run_1/power_grid.png
Pins as bars on the die edge. Tap cells in grey.
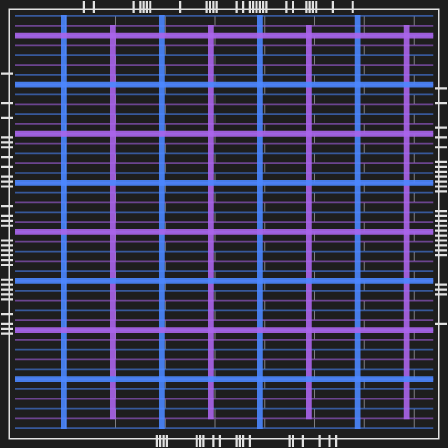
run_1/clocks.png
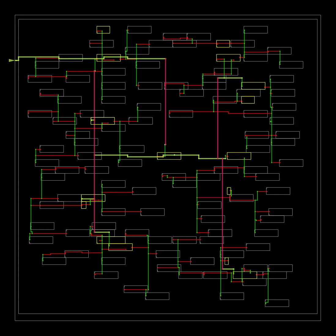
run_1/logic_types.png
Scale bar: 20 microns.
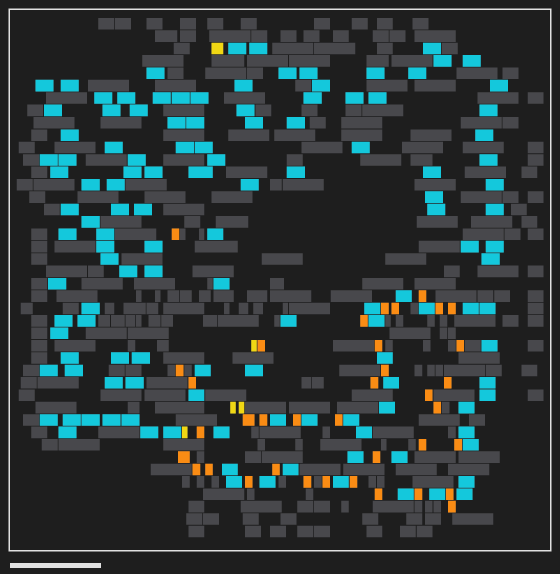
[config.mk]
export PLATFORM = sky130hd
export DESIGN_NAME = sub_nbit_bout_serial
export DESIGN_NICKNAME = d
export VERILOG_FILES = /design/src/rtl/sub_nbit_bout_serial.sv
export SDC_FILE = /design/constraint.sdc
export NUM_CORES = 1
export LEC_CHECK = 0
export CORE_UTILIZATION = 35
export DETAILED_ROUTE_END_ITERATION = 8
export GPL_ROUTABILITY_DRIVEN = 0
export GPL_TIMING_DRIVEN = 1
export SLEW_MARGIN = 20
export SYNTH_ARGS = -nofsm -noshare
export SYNTH_HDL_FRONTEND = slang
export SYNTH_SLANG_ARGS = --single-unit
[constraint.sdc]
create_clock -name clk -period 3.3 [get_ports clk]
set_input_delay 0.66 -clock clk [delete_from_list [all_inputs] [get_ports clk]]
set_output_delay 0.66 -clock clk [all_outputs]
set_load 0.03 [all_outputs]
[src/rtl/sub_nbit_bout_serial.sv]
// Digit-serial subtractor: Diff = A - B mod 2^WIDTH, Bout = (A < B), DIGIT bits per cycle.
// Optional signed-overflow output Ovf is enabled by defining SUB_SERIAL_OVF_EN.

module adder_1bit #(
  parameter int IMPL_TYPE = 0
) (
  input  logic i_a,
  input  logic i_b,
  input  logic i_cin,
  output logic o_sum,
  output logic o_cout
);

  generate
    if (IMPL_TYPE == 0) begin : g_gate
      assign o_sum  = i_a ^ i_b ^ i_cin;
      assign o_cout = (i_a & i_b) | (i_cin & (i_a ^ i_b));
    end else begin : g_arith
      assign {o_cout, o_sum} = {1'b0, i_a} + {1'b0, i_b} + {1'b0, i_cin};
    end
  endgenerate

endmodule

module sub_nbit_bout_serial #(
  parameter int WIDTH     = 32,
  parameter int DIGIT     = 1,
  parameter int IMPL_TYPE = 0
) (
  input  logic             clk,
  input  logic             rst,
  input  logic             in_valid,
  output logic             in_ready,
  input  logic [WIDTH-1:0] A,
  input  logic [WIDTH-1:0] B,
  output logic             out_valid,
  input  logic             out_ready,
  output logic [WIDTH-1:0] Diff,
  output logic             Bout
`ifdef SUB_SERIAL_OVF_EN
  ,
  output logic             Ovf
`endif
);

  localparam int NDIG  = WIDTH / DIGIT;
  localparam int CNT_W = (NDIG > 1) ? $clog2(NDIG) : 1;

  generate
    if ((WIDTH % DIGIT) != 0) begin : g_width_check
      $error("sub_nbit_bout_serial: WIDTH must be a multiple of DIGIT");
    end
  endgenerate

  typedef enum logic [1:0] {
    IDLE = 2'd0,
    RUN  = 2'd1,
    DONE = 2'd2
  } state_t;

  state_t             r_state;
  logic [CNT_W-1:0]   r_cnt;
  logic               r_carry;
  logic [WIDTH-1:0]   r_a;
  logic [WIDTH-1:0]   r_b;
  logic [WIDTH-1:0]   r_res;
  logic               r_out_valid;
  logic               r_bout;
`ifdef SUB_SERIAL_OVF_EN
  logic               r_a_msb;
  logic               r_b_msb;
  logic               r_ovf;
`endif

  logic [DIGIT:0]     w_carry;
  logic [DIGIT-1:0]   w_sum;
  logic [DIGIT-1:0]   w_bn;
  logic [WIDTH-1:0]   w_res_next;
  logic               w_accept;
  logic               w_last;

  assign in_ready = (r_state == IDLE) || ((r_state == DONE) && out_ready);
  assign w_accept = in_valid && in_ready;
  assign w_last   = (r_cnt == CNT_W'(NDIG - 1));

  // Subtraction as A + ~B + 1: the carry register starts at 1 for the low digit.
  assign w_bn       = ~r_b[DIGIT-1:0];
  assign w_carry[0] = r_carry;

  generate
    for (genvar i = 0; i < DIGIT; i++) begin : g_cell
      adder_1bit #(.IMPL_TYPE(IMPL_TYPE)) u_cell (
        .i_a    (r_a[i]),
        .i_b    (w_bn[i]),
        .i_cin  (w_carry[i]),
        .o_sum  (w_sum[i]),
        .o_cout (w_carry[i+1])
      );
    end

    if (DIGIT == WIDTH) begin : g_res_full
      assign w_res_next = w_sum;
    end else begin : g_res_shift
      assign w_res_next = {w_sum, r_res[WIDTH-1:DIGIT]};
    end
  endgenerate

  always_ff @(posedge clk or posedge rst) begin
    if (rst) begin
      r_state     <= IDLE;
      r_cnt       <= '0;
      r_carry     <= 1'b1;
      r_a         <= '0;
      r_b         <= '0;
      r_res       <= '0;
      r_out_valid <= 1'b0;
      r_bout      <= 1'b0;
`ifdef SUB_SERIAL_OVF_EN
      r_a_msb     <= 1'b0;
      r_b_msb     <= 1'b0;
      r_ovf       <= 1'b0;
`endif
    end else if (w_accept) begin
      r_state     <= RUN;
      r_cnt       <= '0;
      r_carry     <= 1'b1;
      r_a         <= A;
      r_b         <= B;
      r_out_valid <= 1'b0;
`ifdef SUB_SERIAL_OVF_EN
      r_a_msb     <= A[WIDTH-1];
      r_b_msb     <= B[WIDTH-1];
`endif
    end else if (r_state == RUN) begin
      r_a     <= r_a >> DIGIT;
      r_b     <= r_b >> DIGIT;
      r_res   <= w_res_next;
      r_carry <= w_carry[DIGIT];
      r_cnt   <= r_cnt + 1'b1;
      if (w_last) begin
        r_state     <= DONE;
        r_out_valid <= 1'b1;
        r_bout      <= ~w_carry[DIGIT];
`ifdef SUB_SERIAL_OVF_EN
        r_ovf       <= (r_a_msb != r_b_msb) && (w_sum[DIGIT-1] != r_a_msb);
`endif
      end
    end else if ((r_state == DONE) && out_ready) begin
      r_state     <= IDLE;
      r_out_valid <= 1'b0;
    end
  end

  assign out_valid = r_out_valid;
  assign Diff      = r_res;
  assign Bout      = r_bout;
`ifdef SUB_SERIAL_OVF_EN
  assign Ovf       = r_ovf;
`endif

endmodule
==> impl_metrics.yaml, run 1 <==
# generated from flow reports
final_timing:
  min_period_ps: 2328
  fin_ws_ps: 971.8
logic_synthesis:
  synthTopLogicFamily: "multiplexers"
  xor_share: 0.003680
  numSynthFlops: 105
  ys.flop_type: "dfrtp_1"
  ys_sh_mux: 0.2918
  async_flop_share: 1.000
  compound_area_frac: 0.04154
global_routing:
  grt_remaining_overflow: 0
  met3_usage: 0.03571
  antenna_found_initial: 0
  grt_use_met2: 0.2069
  grt_util_all_layers: 0.1366
  use_met1: 0.1818
min_path:
  hp-class: "reg -> reg"
floorplanning:
  fp_util: 0.3594
  core-area_sq_mm: 0.01324
  dieWidth_microns: 118.6
worst_setup_path:
  endpoint_kind: "output pin"
  cp.required_ps: 2640
  path_class: "in -> out"
  crit_chain: "clkdlybuf4s50_1 > nand2b_1 > nor2b_1 > buf_4"
clock_network:
  cts_root_buf: "clkbuf_16"
  cts_tree: "yes"
layout:
  fin_util: 0.4686
  drive_above_1_share: 0.2587
  area_growth_pct: 30.39
  nNetsFinal: 526
route:
  first_pass_iters: 4
  wl_mm: 9.121
  vias: 3080
  drtAntennaViolNets: 0
  routedWlPerCell_microns: 14.34
power:
  vdd.ir_drop.worst_mv: 0.5193
run:
  warnings: 28
run_status:
  outcome: "finished, final reports clean"
## Picture notes: power_grid.png
VDD: marked purple. VSS: marked blue.
8 straps on met5. 176 tap cells. The core has 42 rows. 8 straps on met4. 43 met1 rails follow the rows.

## Picture notes: clocks.png
clk_skew: 3.344 ps
TritonCTS Buffers: 9
flop count: 105
Clock buffer cells: 14
clk_lat worst skew: 350 ps

## Picture notes: logic_types.png
multiplexers: marked cyan, cells 127, most used mux2_2, where all over the die. inverting AOI/OAI gates: marked orange, cells 37, most used o21ai_0. inverters: marked yellow, cells 5, most used inv_1.

## run 1: path summary, 6_finish.rpt
kind | end | startpoint | slack (ps) | cells past startpoint
setup / recovery | in_ready | out_ready | 970 | 4
hold / removal | Bout | Bout | 490 | 2
setup reg to reg | r_a[30] | r_state[0] | 1250 | 4
hold reg to reg | Bout | Bout | 490 | 2
max in group asynchronous | r_a[4] | rst | 2040 | 3
min in group asynchronous | Diff[4] | rst | 800 | 3
## run 1: where the power goes
part,switching (W),total [W],internal [W]
clock,0.000453,0.00110,0.000650
combinational,0.00159,0.00344,0.00185
sequential,0.000352,0.00228,0.00192
## run 1: cells in the final DEF (no fill, tap or decap), drive strengths merged, types with 3 or more instances in the layout
cell           netlist  final
o21ai               34     34
clkdlybuf4s50        0    101
nor2                 6      6
nand3               35     35
nor2b                3      3
mux2                91     91
clkbuf              10     14
buf                 16     10
dfrtp              104    104
nand2                3      3
inv                  5      4
mux2i               36     36
## run 1: cell type report
cell class	count	area share
Timing Repair Buffer	111	0.1770
Clock buffer	14	0.04415
Clock inverter	2	0.005645
Tap cell	176	0.03548
Inverter	5	0.003629
Multi-Input combinational cell	223	0.3105
Sequential cell	105	0.4236
## run 1: per-layer routing
metal	wire [microns]	share of wire	vias up
li1	-	-	1474
met3	460	0.050	11
met1	4371	0.48	1517
met5	0	0	-
met2	4118	0.45	78
met4	170	0.019	0
## run 1: logic make-up after synthesis
| group | Yosys count |
|---|---|
| muxes | 127 |
| AOI/OAI and AO/OA | 38 |
| xor gates and xnor gates | 2 |
| buffers and inverters | 31 |
| and+or+nand+nor | 53 |
| DFF | 105 |
| adders and majority gates | 3 |
## run 1: tightest hold or removal path, stage by stage (launching register included)
cell     delay (ps)
dfrtp_1         340
nand2_1          40
o21ai_0          60
run_1/placement_by_type.png
Scale bar: 20 microns.
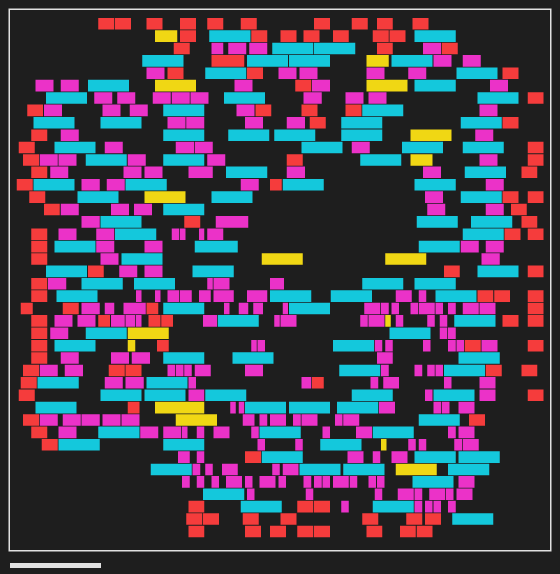

==> run 2, diff against run 1 <==
==> constraint.sdc (replaced) <==
create_clock -name clk -period 2.2 [get_ports clk]
set_input_delay 0.44 -clock clk [delete_from_list [all_inputs] [get_ports clk]]
set_output_delay 0.44 -clock clk [all_outputs]
set_load 0.03 [all_outputs]
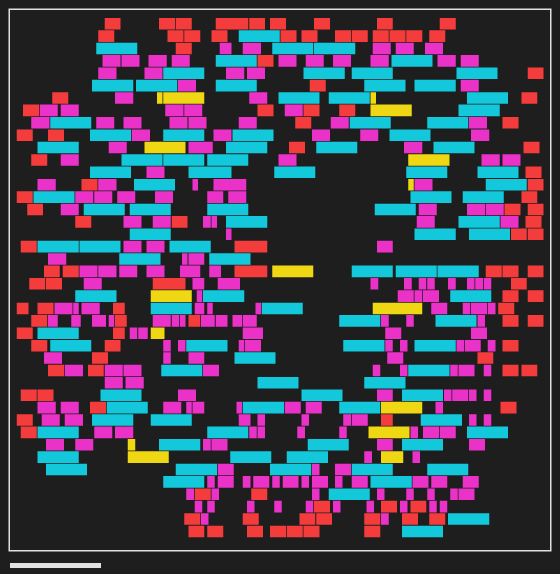
run_2/placement_by_type.png
Scale bar: 20 microns.
clock drivers and dummy loads: marked yellow, cells 16, share of their area 4.9%. combinational and other logic: marked magenta, cells 228, share of their area 32%. other buffers and delay cells: marked red, cells 111, share of their area 19%. flops: marked cyan, cells 105, share of their area 44%.

==> impl_metrics.yaml, run 2 <==
# generated from flow reports
layout:
  layout.cells.most_common_list: "104 x dfrtp_1, 101 x clkdlybuf4s50_1, 90 x mux2_2"
  antenna_cells: 0
  fin_util: 0.4703
  layout_top_cell: "dfrtp_1"
  seqCellArea_sq_mm: 0.002629
  drive_above_1_share: 0.2565
  nNetsFinal: 526
  area_growth_pct: 30.86
global_routing:
  met3_usage: 0.03716
  antenna_found_initial: 0
  grt-busiest-layer: "met2"
  grt_use_met2: 0.2069
  grt_remaining_overflow: 0
  use_met1: 0.1888
  grt_util_all_layers: 0.1395
clock_network:
  cts_setup_buffers: 0
  cts_tree: "yes"
  cts_buffers: 9
  clkTransAtPathRegs_ps: 70
  cts_root_buf: "clkbuf_16"
  clock_path_buffers: 2
  clock_latency_ps: 340
  ctsHoldBuffers: 0
worst_setup_path:
  path_class: "reg -> out"
  r2r_slack_ps: 380
  endpoint_kind: "output pin"
  cp_max_fo: 6
  rr_worst_depth: 4
  cp.required_ps: 1760
  path_buffers: 1
  worstReg2RegStart: "r_state[0]"
  r2r-end: "r_a[14]"
  crit_chain: "clkdlybuf4s50_1"
min_path:
  hold_path_depth: 2
  hold_start: "Bout"
  hp-class: "reg -> reg"
  min_delay_worst_endpoint: "Bout"
route:
  drtAntennaViolNets: 0
  first_pass_iters: 4
  initialDrtViolationCount: 143
  vias: 3026
  post_drt_via_cell_ratio: 4.758
  wl_mm: 9.147
  routedWlPerCell_microns: 14.38
final_timing:
  min_period_ps: 1990
  fin_skew_ps: 6.788
  fin_ws_ps: 210.4
  finalHoldViolCount: 0
  slew_violations: 0
  setup_viol: 0
  max_freq_mhz: 502.6
  rsz0062_at_grt: "no"
  slew_headroom: 0.6183
logic_synthesis:
  synth_dominant_cell_count: "dfrtp_1"
  async_flop_share: 1.000
  top_area_cell: "dfrtp_1"
  numSynthFlops: 105
  syn_area_sq_mm: 0.004760
  ys.flop_type: "dfrtp_1"
  synth_stat.cells: 359
  yosysTopAreaCellShare: 0.5468
  area_leaders: "dfrtp_1 55%, mux2_2 21%, mux2i_1 7.6%"
  ys_types: 30
  synthCells: 359
  syn_area_per_cell_sq_um: 13.26
  yosysChipArea_sq_mm: 0.004760
run_status:
  outcome: "finished, final reports clean"
place:
  hpwl_mm: 6.029
  dp_slack_ps: 209.1
  dp.cells: 620
floorplanning:
  rows: 42
  fp_util: 0.3594
  core-area_sq_mm: 0.01324
  dieWidth_microns: 118.6
run:
  warnings: 28
power:
  vdd.ir_drop.worst_mv: 0.7070
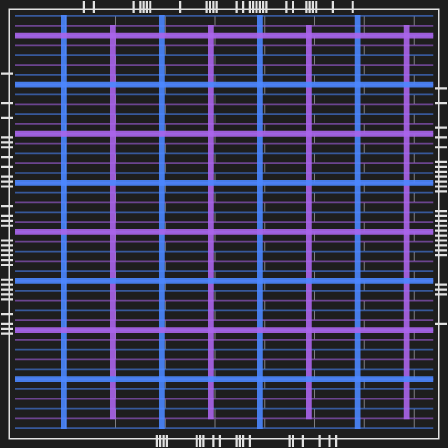
run_2/power_grid.png
Pins as bars on the die edge. Tap cells in grey.
VDD: marked purple. VSS: marked blue.
The core has 42 rows. 176 tap cells. 8 straps on met5.

## run 2: layer usage
layer / share of wire / wire length (microns) / vias up
li1: - / - / 1469
met1: 0.49 / 4459 / 1482
met2: 0.44 / 4068 / 66
met3: 0.050 / 461 / 9
met4: 0.017 / 158 / 0
met5: 0 / 0 / -
## run 2: worst max path at each step
stage,startpoint,endpoint,cells after the start
after global placement,in_valid,r_b[19],6
after detailed placement,in_valid,r_b[23],6
final,r_state[1],out_valid,1
after floorplan,r_state[1],in_ready,3
after CTS,r_state[1],out_valid,1
after global routing,out_ready,in_ready,4
## run 2: kinds of logic (layout without fill, tap and decap cells)
logic type	Yosys count	count (layout)	synth area share
DFF	105	105	0.5523
adders and majority gates	3	3	0.009463
muxes	127	127	0.2918
AOI/OAI and AO/OA	38	38	0.04153
xor gates and xnor gates	2	2	0.003681
and+or+nand+nor	53	53	0.05784
buffers and inverters	31	132	0.04338
## run 2: report_power, final
part | switching, W | internal (W) | leakage [nW]
combinational | 0.00240 | 0.00284 | 1.37
clock | 0.000683 | 0.000915 | 0.144
sequential | 0.000548 | 0.00289 | 1.31
total | 0.00363 | 0.00664 | 2.82
## run 2: layout make-up
cell class,instances,area share
Timing Repair Buffer,111,0.1824
Multi-Input combinational cell,223,0.3094
Sequential cell,105,0.4221
Inverter,5,0.003616
Clock inverter,3,0.007031
Tap cell,176,0.03536
Clock buffer,13,0.04018
run_2/clocks.png
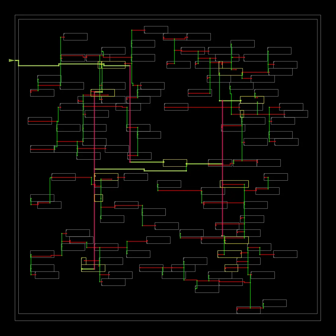

==> run 3, diff against run 2 <==
--- a/config.mk
+++ b/config.mk
@@ -12,4 +12,5 @@
 export SLEW_MARGIN = 20
 export SYNTH_ARGS = -nofsm -noshare
 export SYNTH_HDL_FRONTEND = slang
+export SYNTH_HIERARCHICAL = 1
 export SYNTH_SLANG_ARGS = --single-unit
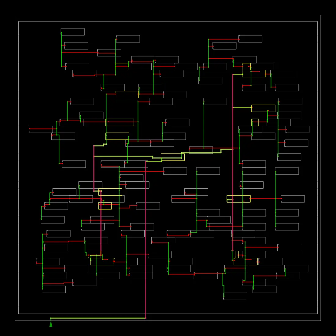
run_3/clocks.png
clk_lat worst skew: 340 ps
CTS sink count: 105
clk_skew: 6.840 ps
P_clk: 0.00166 W

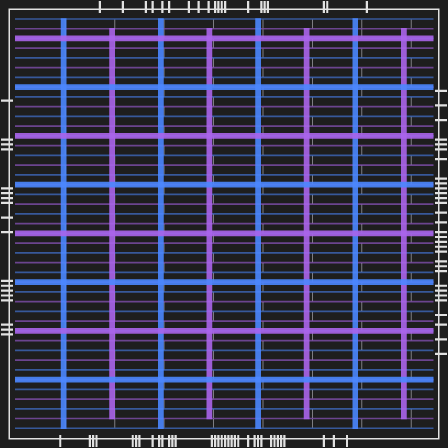
run_3/power_grid.png
Pins as bars on the die edge. Tap cells in grey.
VDD: marked purple. VSS: marked blue.
The core has 42 rows. 8 straps on met5. 8 straps on met4. 103 signal pins sit on the boundary. 43 met1 rails follow the rows.

==> impl_metrics.yaml, run 3 <==
# generated from flow reports
run_status:
  outcome: "finished, final reports clean"
final_timing:
  finalHoldViolCount: 0
  slew_headroom: 0.6272
  max_freq_mhz: 501.6
  slew_violations: 0
  rsz0062_at_grt: "no"
  setup_viol: 0
run:
  warnings: 28
logic_synthesis:
  syn_area_sq_mm: 0.004830
  async_flop_share: 1.000
  ys.flop_type: "dfrtp_1"
  synth_dominant_cell_count: "dfrtp_1"
  yosysChipArea_sq_mm: 0.004830
  synth_stat.cells: 366
  area_leaders: "dfrtp_1 54%, mux2_2 16%, mux2i_1 8.5%"
  numSynthFlops: 105
  ys_types: 33
  yosysTopAreaCellShare: 0.5389
  top_area_cell: "dfrtp_1"
  syn_area_per_cell_sq_um: 13.20
clock_network:
  clkTransAtPathRegs_ps: 70
  cts_setup_buffers: 0
  clock_path_buffers: 2
  cts_root_buf: "clkbuf_16"
  cts_tree: "yes"
  ctsHoldBuffers: 0
floorplanning:
  core-area_sq_mm: 0.01335
  dieWidth_microns: 119.5
route:
  dr_wl_met3_microns: 355
  routedWlPerCell_microns: 14.90
  dr_wl_met2_mm: 4.340
  first_pass_iters: 4
  wl_met1_mm: 4.636
  wl_mm: 9.533
  top_layer: "met4"
  drtAntennaViolNets: 0
  post_drt_via_cell_ratio: 4.819
  vias: 3084
  initialDrtViolationCount: 162
global_routing:
  grt_remaining_overflow: 0
  grt_util_all_layers: 0.1441
layout:
  nNetsFinal: 530
  seqCellArea_sq_mm: 0.002629
  area_growth_pct: 30.70
  layout_top_cell: "dfrtp_1"
  drive_above_1_share: 0.2392
  layout.cells.most_common_list: "104 x dfrtp_1, 101 x clkdlybuf4s50_1, 68 x mux2_2"
  antenna_cells: 0
min_path:
  hold_start: "Diff[0]"
  min_delay_worst_endpoint: "Diff[0]"
  hold_path_depth: 1
  hp-class: "reg -> reg"
worst_setup_path:
  path_buffers: 1
  r2r-end: "Diff[13]"
  path_class: "reg -> out"
  rr_worst_depth: 4
  cp.required_ps: 1760
  endpoint_kind: "output pin"
  cp_max_fo: 6
  r2r_slack_ps: 430
power:
  vdd.ir_drop.worst_mv: 0.8423
place:
  dp.cells: 624
  hpwl_mm: 6.136
-- run 3: worst max-delay path by stage --
stage	startpoint	endpoint	depth (start not counted)
after floorplan	rst	Bout	1
after global placement	out_ready	r_a[26]	5
after detailed placement	out_ready	r_a[17]	5
after CTS	r_state[1]	out_valid	1
after global routing	r_state[1]	out_valid	1
final	r_state[1]	out_valid	1
-- run 3: stage by stage --
step	util	power, W	setup WS [ps]
3_3_place_gp	0.4492	0.008938	309.8
6_report	0.4729	0.01065	206.4
3_5_place_dp	0.4492	0.009090	263.8
4_1_cts	0.4729	0.01081	184.7
5_1_grt	0.4729	0.01139	134.1
2_1_floorplan	-	0.007861	501.3
-- run 3: final cells by class --
cell class | count | share of cell area
inverters | 5 | 0.003568
flip-flops and latches | 105 | 0.4165
repair buffers | 110 | 0.1828
clock inverters | 3 | 0.007334
multi-input cells | 228 | 0.3122
well taps | 176 | 0.03489
clock buffers | 13 | 0.04281
-- run 3: metal layers --
layer	global-route usage	up-vias
met5	0	-
met4	0.06953	0
met3	0.02586	14
met2	0.2178	62
met1	0.1991	1513
li1	-	1495
-- run 3: report_power, final --
| part | internal (W) | switching [W] |
|---|---|---|
| Combinational | 0.00301 | 0.00255 |
| Clock | 0.000980 | 0.000685 |
| Sequential | 0.00289 | 0.000541 |
| Total | 0.00688 | 0.00378 |
-- run 3: logic make-up after synthesis --
logic type / share of synthesized area
and+or+nand+nor: 0.06296
AOI/OAI and AO/OA: 0.04611
buffers and inverters: 0.04974
muxes: 0.2839
xor gates and xnor gates: 0.003628
DFF: 0.5443
adders and majority gates: 0.009326

## Gallery

Routed clock nets over the placement.
Scale bar: 20 microns.
Plate I
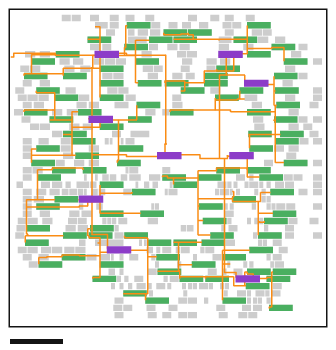
Plate II
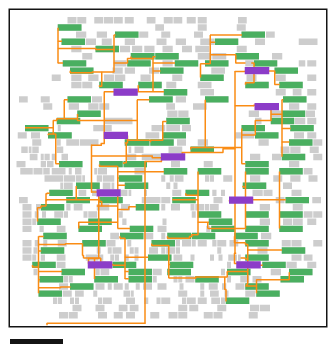
| from | picture |
|---|---|
| run 1 | Plate I |
| run 3 | Plate II |

Key to Plate II:
flip-flops: marked green, count 105. clock drivers: marked purple, count 9. clock wires: marked orange, length 1290 microns.
There are 10 routed clock nets.

Power figures rest on the tool's default switching activity, not on a simulated workload.
